[src/rtl/gfx256_blend_pipe.sv]
// gfx256_blend_pipe: per-pixel blender between the fragment generator and the
// render stage. Fragments are queued with their latched blend mode and
// effective alpha; target reads are issued in order and their data is queued
// separately, so up to FIFO_DEPTH reads may be outstanding.
module gfx256_blend_pipe #(
   parameter int unsigned POINT_W    = 16,
   parameter int unsigned CH_W       = 8,
   parameter int unsigned NCH        = 3,
   parameter int unsigned FIFO_DEPTH = 4
) (
   input  logic                    clk_i,
   input  logic                    rst_ni,
   input  logic [1:0]              mode_i,
   input  logic [7:0]              global_alpha_i,
   input  logic                    frag_valid_i,
   output logic                    frag_ready_o,
   input  logic [POINT_W-1:0]      frag_x_i,
   input  logic [POINT_W-1:0]      frag_y_i,
   input  logic [POINT_W-1:0]      frag_z_i,
   input  logic [7:0]              frag_alpha_i,
   input  logic [NCH*CH_W-1:0]     frag_color_i,
   output logic                    rd_req_o,
   input  logic                    rd_ready_i,
   output logic [POINT_W-1:0]      rd_x_o,
   output logic [POINT_W-1:0]      rd_y_o,
   input  logic                    rd_valid_i,
   input  logic [NCH*CH_W-1:0]     rd_data_i,
   output logic                    pix_valid_o,
   input  logic                    pix_ready_i,
   output logic [POINT_W-1:0]      pix_x_o,
   output logic [POINT_W-1:0]      pix_y_o,
   output logic [POINT_W-1:0]      pix_z_o,
   output logic [NCH*CH_W-1:0]     pix_color_o,
   output logic                    busy_o
);

   localparam int unsigned COL_W = NCH * CH_W;
   localparam int unsigned PTR_W = (FIFO_DEPTH > 1) ? $clog2(FIFO_DEPTH) : 1;
   localparam int unsigned CNT_W = $clog2(FIFO_DEPTH + 1);
   localparam int unsigned PW    = CH_W + 9;
   localparam int unsigned PRW   = 2 * CH_W;
   localparam logic [CNT_W-1:0] DEPTH_C = CNT_W'(FIFO_DEPTH);

   typedef enum logic [1:0] {
      MODE_REPLACE = 2'b00,
      MODE_ALPHA   = 2'b01,
      MODE_ADD     = 2'b10,
      MODE_MUL     = 2'b11
   } mode_e;

   // One channel of the blend. Alpha rounding adds 127 before dividing by 255;
   // an exact .5 remainder cannot occur with an odd divisor, so this is
   // round-half-up. a=255 and a=0 reduce to s and d exactly.
   function automatic logic [CH_W-1:0] blend_ch(input mode_e mode,
                                                input logic [CH_W-1:0] s,
                                                input logic [CH_W-1:0] d,
                                                input logic [7:0] a);
      logic [PW-1:0]  num;
      logic [CH_W:0]  sum;
      logic [PRW-1:0] prod;
      num  = PW'(s) * PW'(a) + PW'(d) * PW'(8'd255 - a) + PW'(127);
      sum  = {1'b0, s} + {1'b0, d};
      prod = PRW'(s) * PRW'(d);
      blend_ch = s;
      case (mode)
         MODE_REPLACE: blend_ch = s;
         MODE_ALPHA:   blend_ch = CH_W'(num / PW'(255));
         MODE_ADD:     blend_ch = sum[CH_W] ? '1 : sum[CH_W-1:0];
         default: begin
            if (s == '1)      blend_ch = d;
            else if (d == '1) blend_ch = s;
            else              blend_ch = CH_W'(prod >> CH_W);
         end
      endcase
   endfunction

   // Fragment FIFO storage and control
   logic [POINT_W-1:0] r_fx    [FIFO_DEPTH];
   logic [POINT_W-1:0] r_fy    [FIFO_DEPTH];
   logic [POINT_W-1:0] r_fz    [FIFO_DEPTH];
   logic [COL_W-1:0]   r_fs    [FIFO_DEPTH];
   mode_e              r_fmode [FIFO_DEPTH];
   logic               r_fneed [FIFO_DEPTH];
   logic [7:0]         r_fa    [FIFO_DEPTH];
   logic [PTR_W-1:0]   r_fwptr, r_frptr;
   logic [CNT_W-1:0]   r_fcnt;

   // Read-data FIFO storage and control
   logic [COL_W-1:0]   r_dmem  [FIFO_DEPTH];
   logic [PTR_W-1:0]   r_dwptr, r_drptr;
   logic [CNT_W-1:0]   r_dcnt;

   // Output register
   logic               r_pix_valid;
   logic [POINT_W-1:0] r_pix_x, r_pix_y, r_pix_z;
   logic [COL_W-1:0]   r_pix_col;

   logic               w_need_rd, w_frag_full, w_push, w_pop;
   logic               w_head_need, w_rd_push, w_rd_pop;
   logic [7:0]         w_frag_a;
   logic [COL_W-1:0]   w_blend;

   assign w_need_rd   = (mode_i != 2'b00);
   assign w_frag_full = (r_fcnt == DEPTH_C);
   assign rd_req_o    = frag_valid_i & w_need_rd & ~w_frag_full;
   assign frag_ready_o = ~w_frag_full & (~w_need_rd | rd_ready_i);
   assign w_push      = frag_valid_i & frag_ready_o;
   assign rd_x_o      = frag_x_i;
   assign rd_y_o      = frag_y_i;
   assign w_frag_a    = 8'((16'(frag_alpha_i) * 16'(global_alpha_i) + 16'd127) / 16'd255);

   assign w_head_need = r_fneed[r_frptr];
   assign w_pop       = (r_fcnt != '0) & (~w_head_need | (r_dcnt != '0)) &
                        (~r_pix_valid | pix_ready_i);
   assign w_rd_push   = rd_valid_i & (r_dcnt != DEPTH_C);
   assign w_rd_pop    = w_pop & w_head_need;

   assign pix_valid_o = r_pix_valid;
   assign pix_x_o     = r_pix_x;
   assign pix_y_o     = r_pix_y;
   assign pix_z_o     = r_pix_z;
   assign pix_color_o = r_pix_col;
   assign busy_o      = (r_fcnt != '0) | r_pix_valid;

   // Blend the head fragment against the head read data, channel by channel
   always_comb begin
      w_blend = '0;
      for (int unsigned c = 0; c < NCH; c++) begin
         w_blend[c*CH_W +: CH_W] = blend_ch(r_fmode[r_frptr],
                                            r_fs[r_frptr][c*CH_W +: CH_W],
                                            r_dmem[r_drptr][c*CH_W +: CH_W],
                                            r_fa[r_frptr]);
      end
   end

   // Fragment FIFO payload write
   always_ff @(posedge clk_i) begin
      if (w_push) begin
         r_fx[r_fwptr]    <= frag_x_i;
         r_fy[r_fwptr]    <= frag_y_i;
         r_fz[r_fwptr]    <= frag_z_i;
         r_fs[r_fwptr]    <= frag_color_i;
         r_fmode[r_fwptr] <= mode_e'(mode_i);
         r_fneed[r_fwptr] <= w_need_rd;
         r_fa[r_fwptr]    <= w_frag_a;
      end
   end

   // Fragment FIFO pointers and occupancy
   always_ff @(posedge clk_i) begin
      if (!rst_ni) begin
         r_fwptr <= '0;
         r_frptr <= '0;
         r_fcnt  <= '0;
      end else begin
         if (w_push) r_fwptr <= r_fwptr + PTR_W'(1);
         if (w_pop)  r_frptr <= r_frptr + PTR_W'(1);
         if (w_push && !w_pop)      r_fcnt <= r_fcnt + CNT_W'(1);
         else if (!w_push && w_pop) r_fcnt <= r_fcnt - CNT_W'(1);
      end
   end

   // Read-data FIFO payload write
   always_ff @(posedge clk_i) begin
      if (w_rd_push) r_dmem[r_dwptr] <= rd_data_i;
   end

   // Read-data FIFO pointers and occupancy; rd_valid_i is ignored in reset
   always_ff @(posedge clk_i) begin
      if (!rst_ni) begin
         r_dwptr <= '0;
         r_drptr <= '0;
         r_dcnt  <= '0;
      end else begin
         if (w_rd_push) r_dwptr <= r_dwptr + PTR_W'(1);
         if (w_rd_pop)  r_drptr <= r_drptr + PTR_W'(1);
         if (w_rd_push && !w_rd_pop)      r_dcnt <= r_dcnt + CNT_W'(1);
         else if (!w_rd_push && w_rd_pop) r_dcnt <= r_dcnt - CNT_W'(1);
      end
   end

   // Output register: loads on pop, holds until the render stage accepts
   always_ff @(posedge clk_i) begin
      if (!rst_ni) begin
         r_pix_valid <= 1'b0;
         r_pix_x     <= '0;
         r_pix_y     <= '0;
         r_pix_z     <= '0;
         r_pix_col   <= '0;
      end else if (w_pop) begin
         r_pix_valid <= 1'b1;
         r_pix_x     <= r_fx[r_frptr];
         r_pix_y     <= r_fy[r_frptr];
         r_pix_z     <= r_fz[r_frptr];
         r_pix_col   <= w_blend;
      end else if (pix_ready_i) begin
         r_pix_valid <= 1'b0;
      end
   end

endmodule
[config.mk]
export PLATFORM = sky130hd
export DESIGN_NAME = gfx256_blend_pipe
export DESIGN_NICKNAME = d
export VERILOG_FILES = /design/src/rtl/gfx256_blend_pipe.sv
export SDC_FILE = /design/constraint.sdc
export NUM_CORES = 2
export LEC_CHECK = 0
export CORE_UTILIZATION = 65
export CTS_CLUSTER_DIAMETER = 80
export DETAILED_ROUTE_END_ITERATION = 10
export PLACE_DENSITY = 0.84
export SYNTH_ARGS = -nofsm -noshare
export SYNTH_HDL_FRONTEND = slang
export SYNTH_SLANG_ARGS = --single-unit
export TNS_END_PERCENT = 10
[constraint.sdc]
create_clock -name clk_i -period 20.1 [get_ports clk_i]
set_input_delay 4.02 -clock clk_i [delete_from_list [all_inputs] [get_ports clk_i]]
set_output_delay 4.02 -clock clk_i [all_outputs]
set_load 0.05 [all_outputs]
==> notes.md <==
Results of an implementation run.

The cell that appears most often on the critical path is sky130_fd_sc_hd__fa_1. In the finished design, the share of the clock period the worst path needs comes to 0.7360. Hold repair after CTS inserted 0 buffers.

The number of filler cells placed in the layout is 5399. The uppermost layer routed is met5. The area recorded from the Yosys report for this design is slightly above 50000 sq um. The flow ran to the end, and the final reports show no timing, DRC or antenna violations.

The most used flip-flop cell is sky130_fd_sc_hd__edfxtp_1. The cell with the biggest individual delay on the critical path is sky130_fd_sc_hd__a31oi_1. The final critical-path setup slack is 5.307 ns.

The gate-level netlist out of Yosys references roughly 150 unique cell types. In this run, synthesis produced a sequential element count of 519. The synthesized instance count is 5267. The fraction of final cell area spent on non-clock buffers in this run is 0.05024. The delay contributed by the slowest stage of the critical path is between 0.7 and 0.8 ns. The tally of buffers added on design ports is roughly 230. The flop count is roughly 520.

After detailed placement, the total cell area comes to roughly 54000 sq um. After synthesis, the cell types taking the most area are sky130_fd_sc_hd__edfxtp_1 (25%), sky130_fd_sc_hd__fa_1 (18%), sky130_fd_sc_hd__ha_1 (8.6%), sky130_fd_sc_hd__inv_1 (4.9%), sky130_fd_sc_hd__nand2_1 (4.7%). The endpoint of the worst register-to-register path is pix_color_o[8]$_SDFFE_PN0P_.

The largest registers in the layout are r_dmem x96, r_fs x96. After layout, the inverter instance count without clock inverters stands at just under 700. The endpoint type of the worst setup path is a register. The adder and majority gate portion of the synthesized area is 0.2685.

The number of nets in the synthesized netlist is just over 6000. The startpoint class of the critical path is a register. The setup skew after layout is between 0.05 and 0.06 ns. The total half-perimeter wirelength after legalization and detailed placement is 101900 um. The area of the mapped netlist is around 50000 sq um. The residual antenna-violating net count after detailed routing is 0.

In the final report, the number of hold violations comes to 0. Across all register-to-register paths, the minimum setup slack is ~5.3 ns. The hold path startpoint is pix_y_o[0]$_SDFFE_PN0P_. In the layout the commonest cells are sky130_fd_sc_hd__inv_1 (670), sky130_fd_sc_hd__nand2_1 (645), sky130_fd_sc_hd__fa_1 (464). The flow inserted ~1000 tap cells. Entering global routing, the biggest net connects 66 pins. Per the final layout report, the fraction of cells sized above drive strength 1 comes to 0.07944.

The cell taking the most area after synthesis is sky130_fd_sc_hd__edfxtp_1. The total die area is 79960 sq um. The pin closest to its max-slew limit shows a slew of about 1.1 ns. The count of cells along the worst register-to-register path is approximately 47.

around 3800 cells are multi-input combinational gates. The post-CTS setup-driven buffer insertion count is 0. For hold timing, the worst endpoint is pix_y_o[0]$_SDFFE_PN0P_.

Per the detail_route log, met3 wirelength is around 15000 um. For the worst setup path, the data arrival time is 15.35 ns. The number of global-route vias before repair is about 42000. The post-synth count of flops with an enable pin is 428.

The report gives the cell count of the worst hold path as 2. The pre-CTS setup slack is just under 5 ns. According to the report, the first pass of detailed routing completed in 7 iterations. Per the synthesis report, the simple-gate share of the synthesized area is 0.1538.

The portion of synthesized area spent on multiplexers is 0.05729. The main logic family after synthesis is adder cells. The number of placement rows is approximately 100. By count the netlist is led by sky130_fd_sc_hd__inv_1 (670), sky130_fd_sc_hd__nand2_1 (645), sky130_fd_sc_hd__fa_1 (464). The first-iteration detailed-routing DRC count is about 3800.

Setup repair after global routing left no endpoint under its margin. Measured against its own limit, the worst slew margin works out to 0.2115. The clock-pin slew of the registers on the worst-case setup and hold paths is ~0.08 ns. The max-slew violation count is 0. The shortest clock period the worst path allows after layout is roughly 15 ns.

The root cell of the clock tree is sky130_fd_sc_hd__clkbuf_16. According to the I/O placement log, the pin count is ~230. The most frequent logic cell in the layout is sky130_fd_sc_hd__inv_1. The finished cells cover around 56000 sq um. The mean post-synth cell area is about 9.7 sq um. Wire segments on met2 add up to around 65000 um in the final route. The count of H-tree levels built during CTS is 2. As reported, the later end of the worst-skew pair has a clock insertion delay of 0.62 ns.

The number of cells in Yosys stat is between 5000 and 6000. According to the CTS report, the clock sink count is approximately 520. Checking hold timing, the worst path is listed with class register to register.

The data required time at the worst endpoint is approximately 21 ns. The wire length after detailed routing is about 140000 um. The initial antenna violation count came to 14.

The cell-mix breakdown from Yosys lists the XOR/XNOR area share as 0.02369. The area fraction of the largest cell type after synthesis is 0.2508.
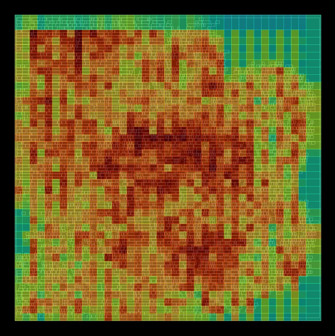
(images/final_congestion.png)
global routing usage on met2: 0.5710
final standard cell utilization of the core: 0.7197
global routing met1 resource utilization: 0.4529
post-detailed-route wirelength per cell: 21.71 um
overall track demand over capacity in global routing: 0.3547

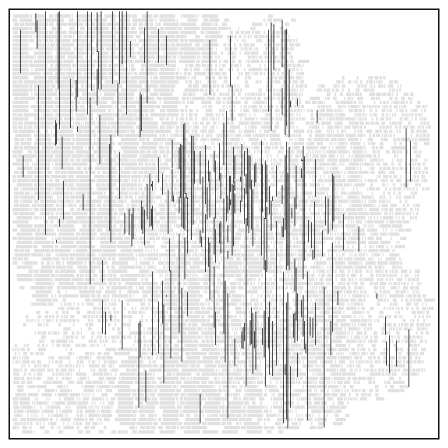
(images/met4.png)
- longest straight run: 148 um
- main direction: vertical
- share of all routed wire: 5.4%
- wire length on this layer: 7570 um
- nets with wire on the layer: 172

